==> src/rtl/serial_add_seq_pkg.sv <==
// Shared constants for the chunk-serial adder: state encoding and chunk width.
package serial_add_seq_pkg;
    localparam int CW = 3;

    localparam logic [1:0] IDLE = 2'd0;
    localparam logic [1:0] RUN  = 2'd1;
    localparam logic [1:0] DONE = 2'd2;

    typedef enum logic [1:0] {
        ST_IDLE = IDLE,
        ST_RUN  = RUN,
        ST_DONE = DONE
    } state_t;
endpackage

==> src/rtl/add3_slice.sv <==
// Combinational 3-bit ripple adder exposing the carry out of every bit position.
module add3_slice
    import serial_add_seq_pkg::*;
(
    input  logic [CW-1:0] a,
    input  logic [CW-1:0] b,
    input  logic          cin,
    output logic [CW-1:0] sum,
    output logic [CW-1:0] carry
);
    logic [CW:0] c;

    assign c[0] = cin;

    for (genvar i = 0; i < CW; i++) begin : g_bit
        assign sum[i]   = a[i] ^ b[i] ^ c[i];
        assign c[i+1]   = (a[i] & b[i]) | (c[i] & (a[i] ^ b[i]));
        assign carry[i] = c[i+1];
    end
endmodule

==> src/rtl/serial_add_seq.sv <==
// Chunk-serial adder: one 3-bit slice is reused CHUNKS times, LSB chunk first,
// with a valid/ready handshake on both the operand and the result side.
module serial_add_seq
    import serial_add_seq_pkg::*;
#(
    parameter int CHUNKS = 4,
    parameter int N      = 3 * CHUNKS
) (
    input  logic         clk,
    input  logic         reset,
    input  logic         in_valid,
    output logic         in_ready,
    input  logic [N-1:0] a,
    input  logic [N-1:0] b,
    input  logic         cin,
    output logic         out_valid,
    input  logic         out_ready,
    output logic [N-1:0] sum,
    output logic         cout,
    output logic         ovf
);
    localparam int KW = (CHUNKS > 1) ? $clog2(CHUNKS) : 1;

    state_t        state, state_nxt;
    logic [KW-1:0] k;
    logic          carry;
    logic [N-1:0]  a_q, b_q;
    logic [CW-1:0] slice_sum, slice_carry;
    logic          last;
    logic          unused_carry0;

    add3_slice u_slice (
        .a     (a_q[k*CW +: CW]),
        .b     (b_q[k*CW +: CW]),
        .cin   (carry),
        .sum   (slice_sum),
        .carry (slice_carry)
    );

    // Only the top two slice carries matter: chaining and the final flags.
    assign unused_carry0 = slice_carry[0];

    assign last      = (k == KW'(CHUNKS - 1));
    assign in_ready  = (state == ST_IDLE);
    assign out_valid = (state == ST_DONE);

    always_comb begin
        state_nxt = state;
        case (state)
            ST_IDLE: if (in_valid)  state_nxt = ST_RUN;
            ST_RUN:  if (last)      state_nxt = ST_DONE;
            ST_DONE: if (out_ready) state_nxt = ST_IDLE;
            default:                state_nxt = ST_IDLE;
        endcase
    end

    always_ff @(posedge clk) begin
        if (reset) begin
            state <= ST_IDLE;
            k     <= '0;
            carry <= 1'b0;
            a_q   <= '0;
            b_q   <= '0;
            sum   <= '0;
            cout  <= 1'b0;
            ovf   <= 1'b0;
        end else begin
            state <= state_nxt;
            case (state)
                ST_IDLE: begin
                    if (in_valid) begin
                        a_q   <= a;
                        b_q   <= b;
                        carry <= cin;
                        k     <= '0;
                    end
                end
                ST_RUN: begin
                    sum[k*CW +: CW] <= slice_sum;
                    carry           <= slice_carry[CW-1];
                    k               <= k + 1'b1;
                    if (last) begin
                        cout <= slice_carry[CW-1];
                        ovf  <= slice_carry[CW-1] ^ slice_carry[CW-2];
                    end
                end
                default: ;
            endcase
        end
    end
endmodule
==> config.mk <==
export PLATFORM = sky130hd
export DESIGN_NAME = serial_add_seq
export DESIGN_NICKNAME = d
export VERILOG_FILES = /design/src/rtl/serial_add_seq_pkg.sv /design/src/rtl/add3_slice.sv /design/src/rtl/serial_add_seq.sv
export SDC_FILE = /design/constraint.sdc
export NUM_CORES = 1
export LEC_CHECK = 0
export CAP_MARGIN = 40
export CORE_AREA = 2 2 67 69
export CTS_CLUSTER_SIZE = 25
export DETAILED_ROUTE_END_ITERATION = 6
export DIE_AREA = 0 0 69 71
export PLACE_DENSITY_LB_ADDON = 0.2
export SYNTH_ARGS = -nofsm -noshare
export SYNTH_HDL_FRONTEND = slang
export SYNTH_HIERARCHICAL = 1
export SYNTH_SLANG_ARGS = --single-unit
==> constraint.sdc <==
create_clock -name clk -period 3.85 [get_ports clk]
set_clock_uncertainty 0.05 [all_clocks]
set_input_delay 0.385 -clock clk [delete_from_list [all_inputs] [get_ports clk]]
set_output_delay 0.385 -clock clk [all_outputs]
set_load 0.01 [all_outputs]
**Run 1: routing congestion**

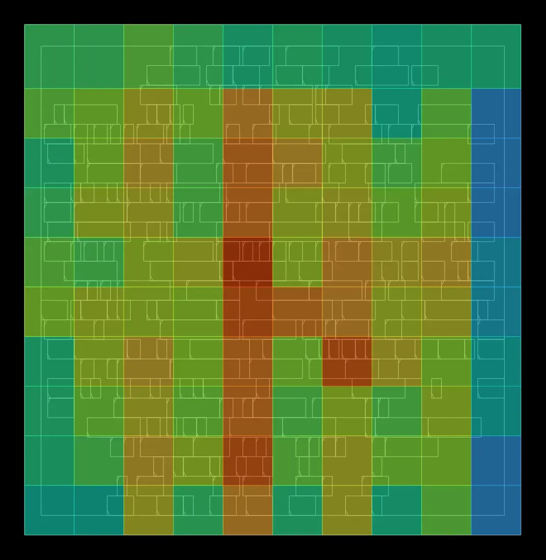
grt met1 use: 21.3%
Final Util: 59.4%
met2 Track Usage GR: 31.7%

**Run 1: placement density heat map**

The die is cut into 7 by 7 equal tiles; white is low, dark blue is high, 0 to 100% covered.
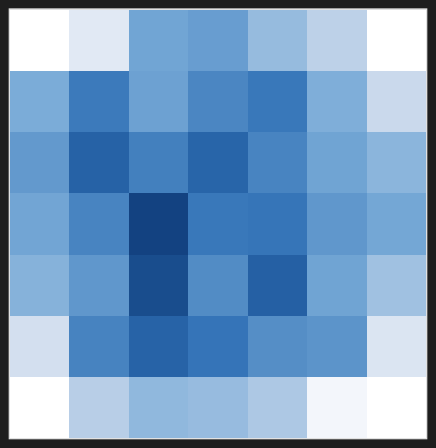
tiles over 75% full = 12%
nearly empty tiles = 8.2%
mean over tiles = 50%
emptiest ninth of the die = lower right

**Run 1: the metal 1 layer**

Supply wires on this layer in grey.
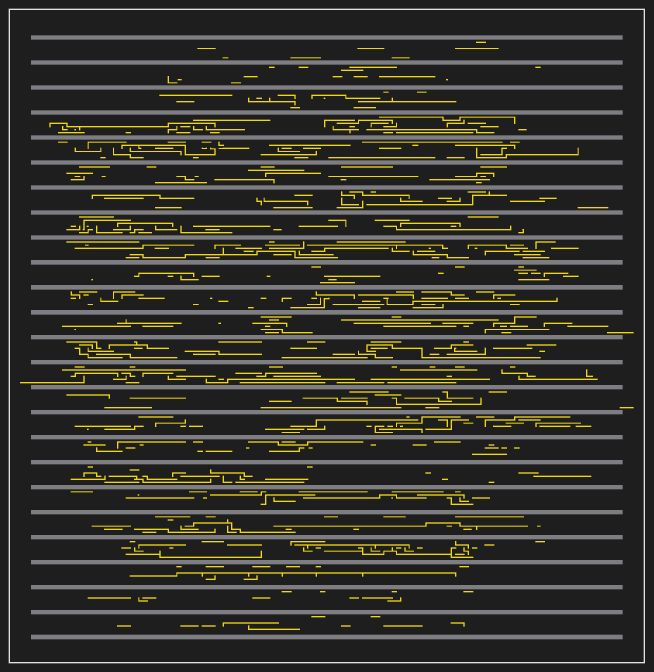
main direction = horizontal
share of all routed wire = 44%
longest straight run = 30.4 um
nets with wire on the layer = 249

==> impl_metrics.yaml, run 1 <==
# implementation run metrics
cts:
  cts-buffers-inserted: 5
  ctsRootBufferMaster: "clkbuf_8"
worst_setup_path:
  critPathMostFrequentCell: "fa_1"
  reg2reg_slack_ns: 0.70
  required_ns: 3.97
  r2r_cells: 7
status:
  status: "finished clean"
route:
  routed_wl_mm: 3.99
  dr.pass1.iters: 4
synth:
  yosysChipArea_um2: 1960
  synth_nets: 248
  xor_share_pct: 0.446
  async_flop_share_pct: 0
  aoi_share_pct: 13.8
sta:
  tns_ns: 0
pwr:
  intPower_uw: 747
  clockPowerShare_pct: 36.8
  p_sw_share_pct: 23.7
hold_path:
  min_from: "a_q[5]$_SDFFE_PP0P_"
die:
  initial_core_util_pct: 46.7
  rows: 24
## run 1: sequential cells by signal (all words and copies together) (netlist names)
signal  count
cout        1
ovf         1
a_q        12
state       2
k           2
b_q        12
sum        12
carry       1
## run 1: through the flow
stage	hold WS (ns)	area (um^2)	utilization [%]	worst slack (ns)
final	0.407	2500	59.4	0.696
after global placement	0.391	2380	56.6	0.797
after CTS	0.409	2500	59.4	0.693
after global routing	0.428	2500	59.4	0.501
after floorplan	0.382	1960	-	1.06
after detailed placement	0.398	2380	56.6	0.705
## run 1: synthesized netlist by cell type (2+ instances only)
cell      count
clkbuf_1      6
fa_1          3
dfxtp_1      43
nand2_1      51
ha_1          5
nor3_1        2
mux4_1        3
nand3b_1      3
inv_1         8
or3b_1        2
buf_6         5
a21oi_1      29
o32ai_1       6
and2_1        3
nor2b_1       3
o21ai_0       2
buf_2         2
mux4_2        3
nand2b_1      6
a32oi_1       6
nor2_1       10
## run 1: layer usage
metal / GRT usage, % / wire length (um)
met1: 21.3 / 1760
met2: 31.7 / 2060
met3: 4.13 / 126
met4: 6.32 / 38
met5: 0 / 0
## run 1: critical path, delay by kind of cell (launching register included)
family	cells	cell delay (ns)
compound gates	1	0.16
fa+ha+maj	3	1.30
flops	1	0.67
mux	1	0.60
simple gates	2	0.25
## run 1: power groups by stage
| stage | sequential, mW | clock, mW | combinational, mW |
|---|---|---|---|
| after floorplan | 0.484 | 0 | 0.0956 |
| after global placement | 0.494 | 0 | 0.134 |
| after detailed placement | 0.494 | 0 | 0.137 |
| after CTS | 0.484 | 0.369 | 0.137 |
| after global routing | 0.487 | 0.390 | 0.152 |
| final | 0.483 | 0.361 | 0.135 |
## run 1: worst max path at each step
stage | slack, ns | endpoint | cells after the start
finish | 0.70 | carry$_SDFFE_PP0P_ | 7
detailed placement | 0.71 | carry$_SDFFE_PP0P_ | 7
global placement | 0.80 | sum[5]$_SDFFE_PP0P_ | 6
floorplan | 1.06 | carry$_SDFFE_PP0P_ | 8
CTS | 0.69 | carry$_SDFFE_PP0P_ | 7
global route | 0.50 | carry$_SDFFE_PP0P_ | 7
## run 1: cell families after synthesis
family                   Yosys count
buffers and inverters             22
multiplexers                       7
adder cells (fa/ha/maj)            8
XOR/XNOR                           1
AND/OR/NAND/NOR                   86
flip-flops                        43
AND-OR/OR-AND                     44
## run 1: area by class of cell
| cell class | instances | share of cell area (%) |
|---|---|---|
| sequential | 43 | 34.5 |
| clock inverter | 2 | 1.40 |
| tap | 52 | 2.61 |
| clock buffer | 6 | 3.31 |
| inverter | 8 | 1.20 |
| timing repair buffer | 45 | 17.9 |
| multi-input combinational | 146 | 39.0 |
## Run 2: what changed since run 1
CORE_AREA = 2 2 70 72   (was 2 2 67 69)
DIE_AREA = 0 0 72 74   (was 0 0 69 71)
clock period = 2.8 ns   (was 3.85 ns; I/O delays follow)
**Run 2: nets reached from selected ports**

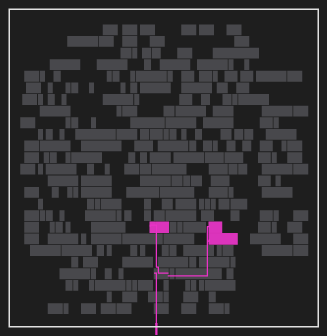
magenta -> in_valid  # bits 1, direction input, edge bottom, end cells 4, wire 50.2 um

==> run 2 against run 1 <==
Compared with the run above:
- critical path depth is 1 lower
- hold slack worse by 0.0043 ns
- global-route usage is 0.92 points lower
- critical endpoint is now sum[2]$_SDFFE_PP0P_
- largest cell class unchanged
- highest routed layer unchanged
==> impl_metrics.yaml, run 2 <==
# implementation run metrics
cts:
  cts_sinks: 43
  ctsRootBufferMaster: "clkbuf_8"
  cts_tree: "yes"
  cts-buffers-inserted: 5
sta:
  rsz0062_at_grt: "no"
  tns_ns: 0
  fmax_mhz: 372
placed_design:
  io_buffers: 44
  gp_congestion: 0.833
synth:
  top_cells_by_count: "51 x nand2_1, 43 x dfxtp_1, 29 x a21oi_1"
  async_flop_share_pct: 0
  synth_nets: 248
  most_common_cell: "nand2_1"
  synth_seq_share_pct: 43.9
  ys.flop_type: "dfxtp_1"
  yosysChipArea_um2: 1960
hold_path:
  min_from: "a_q[5]$_SDFFE_PP0P_"
route:
  routed_wl_mm: 4.16
  dr.pass1.iters: 4
  ant_nets: 0
  via_per_inst: 5.06
worst_setup_path:
  r2r_cells: 6
  required_ns: 2.95
  crit_path_end_kind: "register"
  reg2reg_slack_ns: 0.11
  worstPathArrival_ns: 2.84
die:
  ios: 45
  initial_core_util_pct: 42.7
  rows: 25
pwr:
  p_leak_nw: 0.967
global_routing:
  antenna_found_initial: 0
layout:
  fin_nets: 293
  top_regs: "a_q (12), b_q (12), sum (12)"
status:
  status: "finished clean"
run 2: cell counts after synthesis:
No cell type changed its count.
run 2: final cells by class:
type                    count  area [um^2]
fillers                   426         2020
multi-input cells         146          977
flip-flops and latches     43          862
repair buffers             52          508
clock buffers               5         68.8
clock inverters             3         67.6
well taps                  54         67.6
inverters                   8         30.0
run 2: routing by layer:
metal	vias up	routed length, um	GRT usage (%)	share of wire (%)
met4	0	32	4.40	0.77
met3	5	125	3.66	3.0
met1	729	1860	21.0	45
li1	812	-	-	-
met5	-	0	0	0
met2	28	2140	30.2	51
run 2: power breakdown:
part	switching [mW]	internal, mW	total [mW]
clock	0.216	0.356	0.572
combinational	0.0990	0.109	0.208
sequential	0.0169	0.640	0.657
total	0.332	1.10	1.44
run 2: through the flow:
step	worst slack [ns]	cell area, um^2	power (mW)	hold WS [ns]	utilization [%]
after floorplan	0.0108	1960	0.797	0.366	-
after global placement	0.0706	2430	0.873	0.391	52.8
after detailed placement	0.00801	2440	0.879	0.396	53.1
after CTS	0.0600	2580	1.45	0.408	56.1
after global routing	0.00419	2580	1.49	0.421	56.1
final	0.111	2580	1.44	0.403	56.1
run 2: worst max-delay path, cell delays in order, from the launching register on:
cell and delay (ns):
dfxtp_2 0.38, mux4_2 0.52, fa_1 0.44, fa_1 0.43, fa_2 0.59, nand2b_1 0.09
o32ai_1 0.10
run 2: worst max-delay path by stage:
stage / end / cells past startpoint / slack, ns / start
final: sum[2]$_SDFFE_PP0P_ / 6 / 0.11 / k[0]$_SDFFE_PP0P_
after global routing: sum[11]$_SDFFE_PP0P_ / 6 / 0.004 / k[0]$_SDFFE_PP0P_
after CTS: sum[11]$_SDFFE_PP0P_ / 6 / 0.06 / k[0]$_SDFFE_PP0P_
after detailed placement: sum[11]$_SDFFE_PP0P_ / 6 / 0.008 / k[0]$_SDFFE_PP0P_
after global placement: sum[5]$_SDFFE_PP0P_ / 6 / 0.07 / k[0]$_SDFFE_PP0P_
after floorplan: carry$_SDFFE_PP0P_ / 8 / 0.01 / k[0]$_SDFFE_PP0P_
run 2: cell families after synthesis:
logic type / after synthesis / share of synthesized area, %
xor gates and xnor gates: 1 / 0.447
DFF: 43 / 43.9
buffers and inverters: 22 / 6.44
adders and majority gates: 8 / 6.25
and+or+nand+nor: 86 / 21.2
muxes: 7 / 7.97
AOI/OAI and AO/OA: 44 / 13.8
run 2: timing repair:
action | CTS | global route
cloned | 0 | 0
setup buffers | 0 | 0
gates resized | 1 | 1
endpoints found under the setup margin | 1 | 5
## Run 3: what changed since run 2
TNS_END_PERCENT = 1   (was unset)
**Run 3: routing congestion**

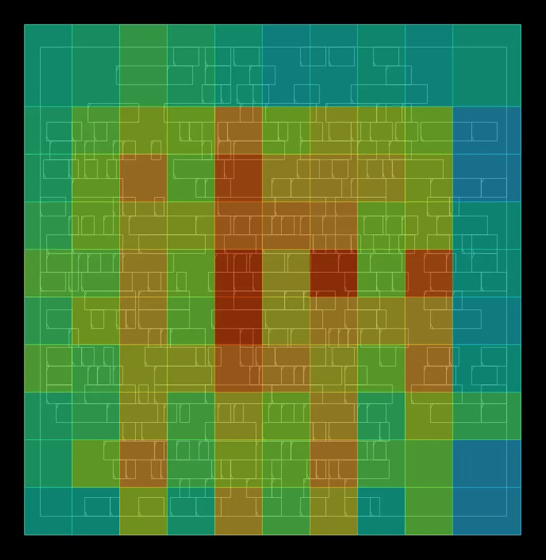
GR Layer Usage met3: 3.66%
WL/cell: 13.4 um
grt met1 use: 21.0%
met2 Track Usage GR: 30.2%
GR peak layer: met2

==> run 3 against run 2 <==
Compared with the run above:
- combinational power about the same
- area after synthesis unchanged
- register-to-register slack about the same
- critical path depth unchanged
- first-iteration DRC count unchanged
- synthesized cell count unchanged
- clock-buffer cell count unchanged
- hold slack unchanged
- critical path type unchanged
- critical endpoint unchanged
==> impl_metrics.yaml, run 3 <==
# implementation run metrics
sta:
  fmax_mhz: 372
  tns_ns: 0
  rsz0062_at_grt: "no"
  timing.final.ws_setup_ns: 0.111
synth:
  synth_seq_share_pct: 43.9
  synth_nets: 248
  edf_count: 0
  top_cells_by_count: "51 x nand2_1, 43 x dfxtp_1, 29 x a21oi_1"
  async_flop_share_pct: 0
  most_common_cell: "nand2_1"
  yosysChipArea_um2: 1960
  ys.flop_type: "dfxtp_1"
worst_setup_path:
  slowest_stage: "fa_2"
  max_stage_delay_ns: 0.59
  required_ns: 2.95
  crit_path_end_kind: "register"
  crit_type: "reg2reg"
  worstPathArrival_ns: 2.84
  crit_chain: "mux4_2, fa_1, fa_1, fa_2, nand2b_1, o32ai_1"
  critPathMostFrequentCell: "fa_1"
pwr:
  p_switching_uw: 332
  p_leak_nw: 0.967
  finalPower_mw: 1.44
  seqPwrFrac_pct: 45.7
  ir_drop_v: 0.000239
  intPower_mw: 1.10
  combPwrFrac_pct: 14.5
  clockPowerShare_pct: 39.8
route:
  dr.pass1.iters: 4
  via_per_inst: 5.06
  ant_nets: 0
  routed_wl_mm: 4.16
layout:
  regArea_um2: 862
  fin_nets: 293
  areaGrowthSynthToFinish_pct: 31.6
  logic_area_um2: 977
  top_regs: "a_q (12), b_q (12), sum (12)"
placed_design:
  gp_congestion: 0.833
  post-place-ws_ns: 0.00801
cts:
  cts_tree: "yes"
  cts-buffers-inserted: 5
  ctsRootBufferMaster: "clkbuf_8"
global_routing:
  grt_max_degree: 25
run:
  cap_violations: 0
status:
  status: "finished clean"
die:
  ios: 45
[run 3: cell counts after synthesis]
Identical to the previous run, type by type.
[run 3: worst paths after layout]
kind,depth (start not counted),start,to,slack (ns)
max reg2reg,6,k[0]$_SDFFE_PP0P_,sum[2]$_SDFFE_PP0P_,0.11
min reg2reg,2,a_q[5]$_SDFFE_PP0P_,a_q[5]$_SDFFE_PP0P_,0.40
max,6,k[0]$_SDFFE_PP0P_,sum[2]$_SDFFE_PP0P_,0.11
min,2,a_q[5]$_SDFFE_PP0P_,a_q[5]$_SDFFE_PP0P_,0.40
[run 3: cell families after synthesis]
logic type	Yosys count	synth area share, %
buffers and inverters	22	6.44
AND-OR/OR-AND	44	13.8
adder cells (fa/ha/maj)	8	6.25
AND/OR/NAND/NOR	86	21.2
multiplexers	7	7.97
XOR/XNOR	1	0.447
flip-flops	43	43.9
[run 3: cell type report]
class | instances | share of cell area, %
clock buffer | 5 | 2.67
sequential | 43 | 33.4
inverter | 8 | 1.16
tap | 54 | 2.62
multi-input combinational | 146 | 37.9
clock inverter | 3 | 2.62
timing repair buffer | 52 | 19.7
[run 3: stage by stage]
step | utilization, % | hold slack [ns] | cell area [um^2] | std cells
after floorplan | - | 0.366 | 1960 | 211
after global placement | 52.8 | 0.391 | 2430 | 302
after detailed placement | 53.1 | 0.396 | 2440 | 303
after CTS | 56.1 | 0.408 | 2580 | 311
after global routing | 56.1 | 0.421 | 2580 | 311
final | 56.1 | 0.403 | 2580 | 311
[run 3: power groups by stage]
| stage | clock network [mW] | logic [mW] | registers [mW] |
|---|---|---|---|
| global route | 0.604 | 0.230 | 0.661 |
| detailed placement | 0 | 0.207 | 0.672 |
| global placement | 0 | 0.202 | 0.671 |
| finish | 0.572 | 0.208 | 0.657 |
| floorplan | 0 | 0.131 | 0.666 |
| CTS | 0.581 | 0.208 | 0.657 |
[run 3: critical path: cells and delay by family, from the launching register on]
kind            cells  cell delay [ns]
simple gates        1             0.09
flops               1             0.38
compound gates      1             0.10
mux                 1             0.52
fa+ha+maj           3             1.46
[run 3: what timing repair did]
item	CTS	global route
resized	1	1
endpoints found under the setup margin	1	5
buffers inserted	0	0
pin swaps	0	0
hold endpoints to repair	0	0
hold buffers	0	0
[run 3: metal layers]
layer	track usage, %	share of wire, %	up-vias
li1	-	-	812
met1	21.0	45	729
met2	30.2	51	28
met3	3.66	3.0	5
met4	4.40	0.77	0
met5	0	0	-
Power figures rest on the tool's default switching activity, not on a simulated workload.
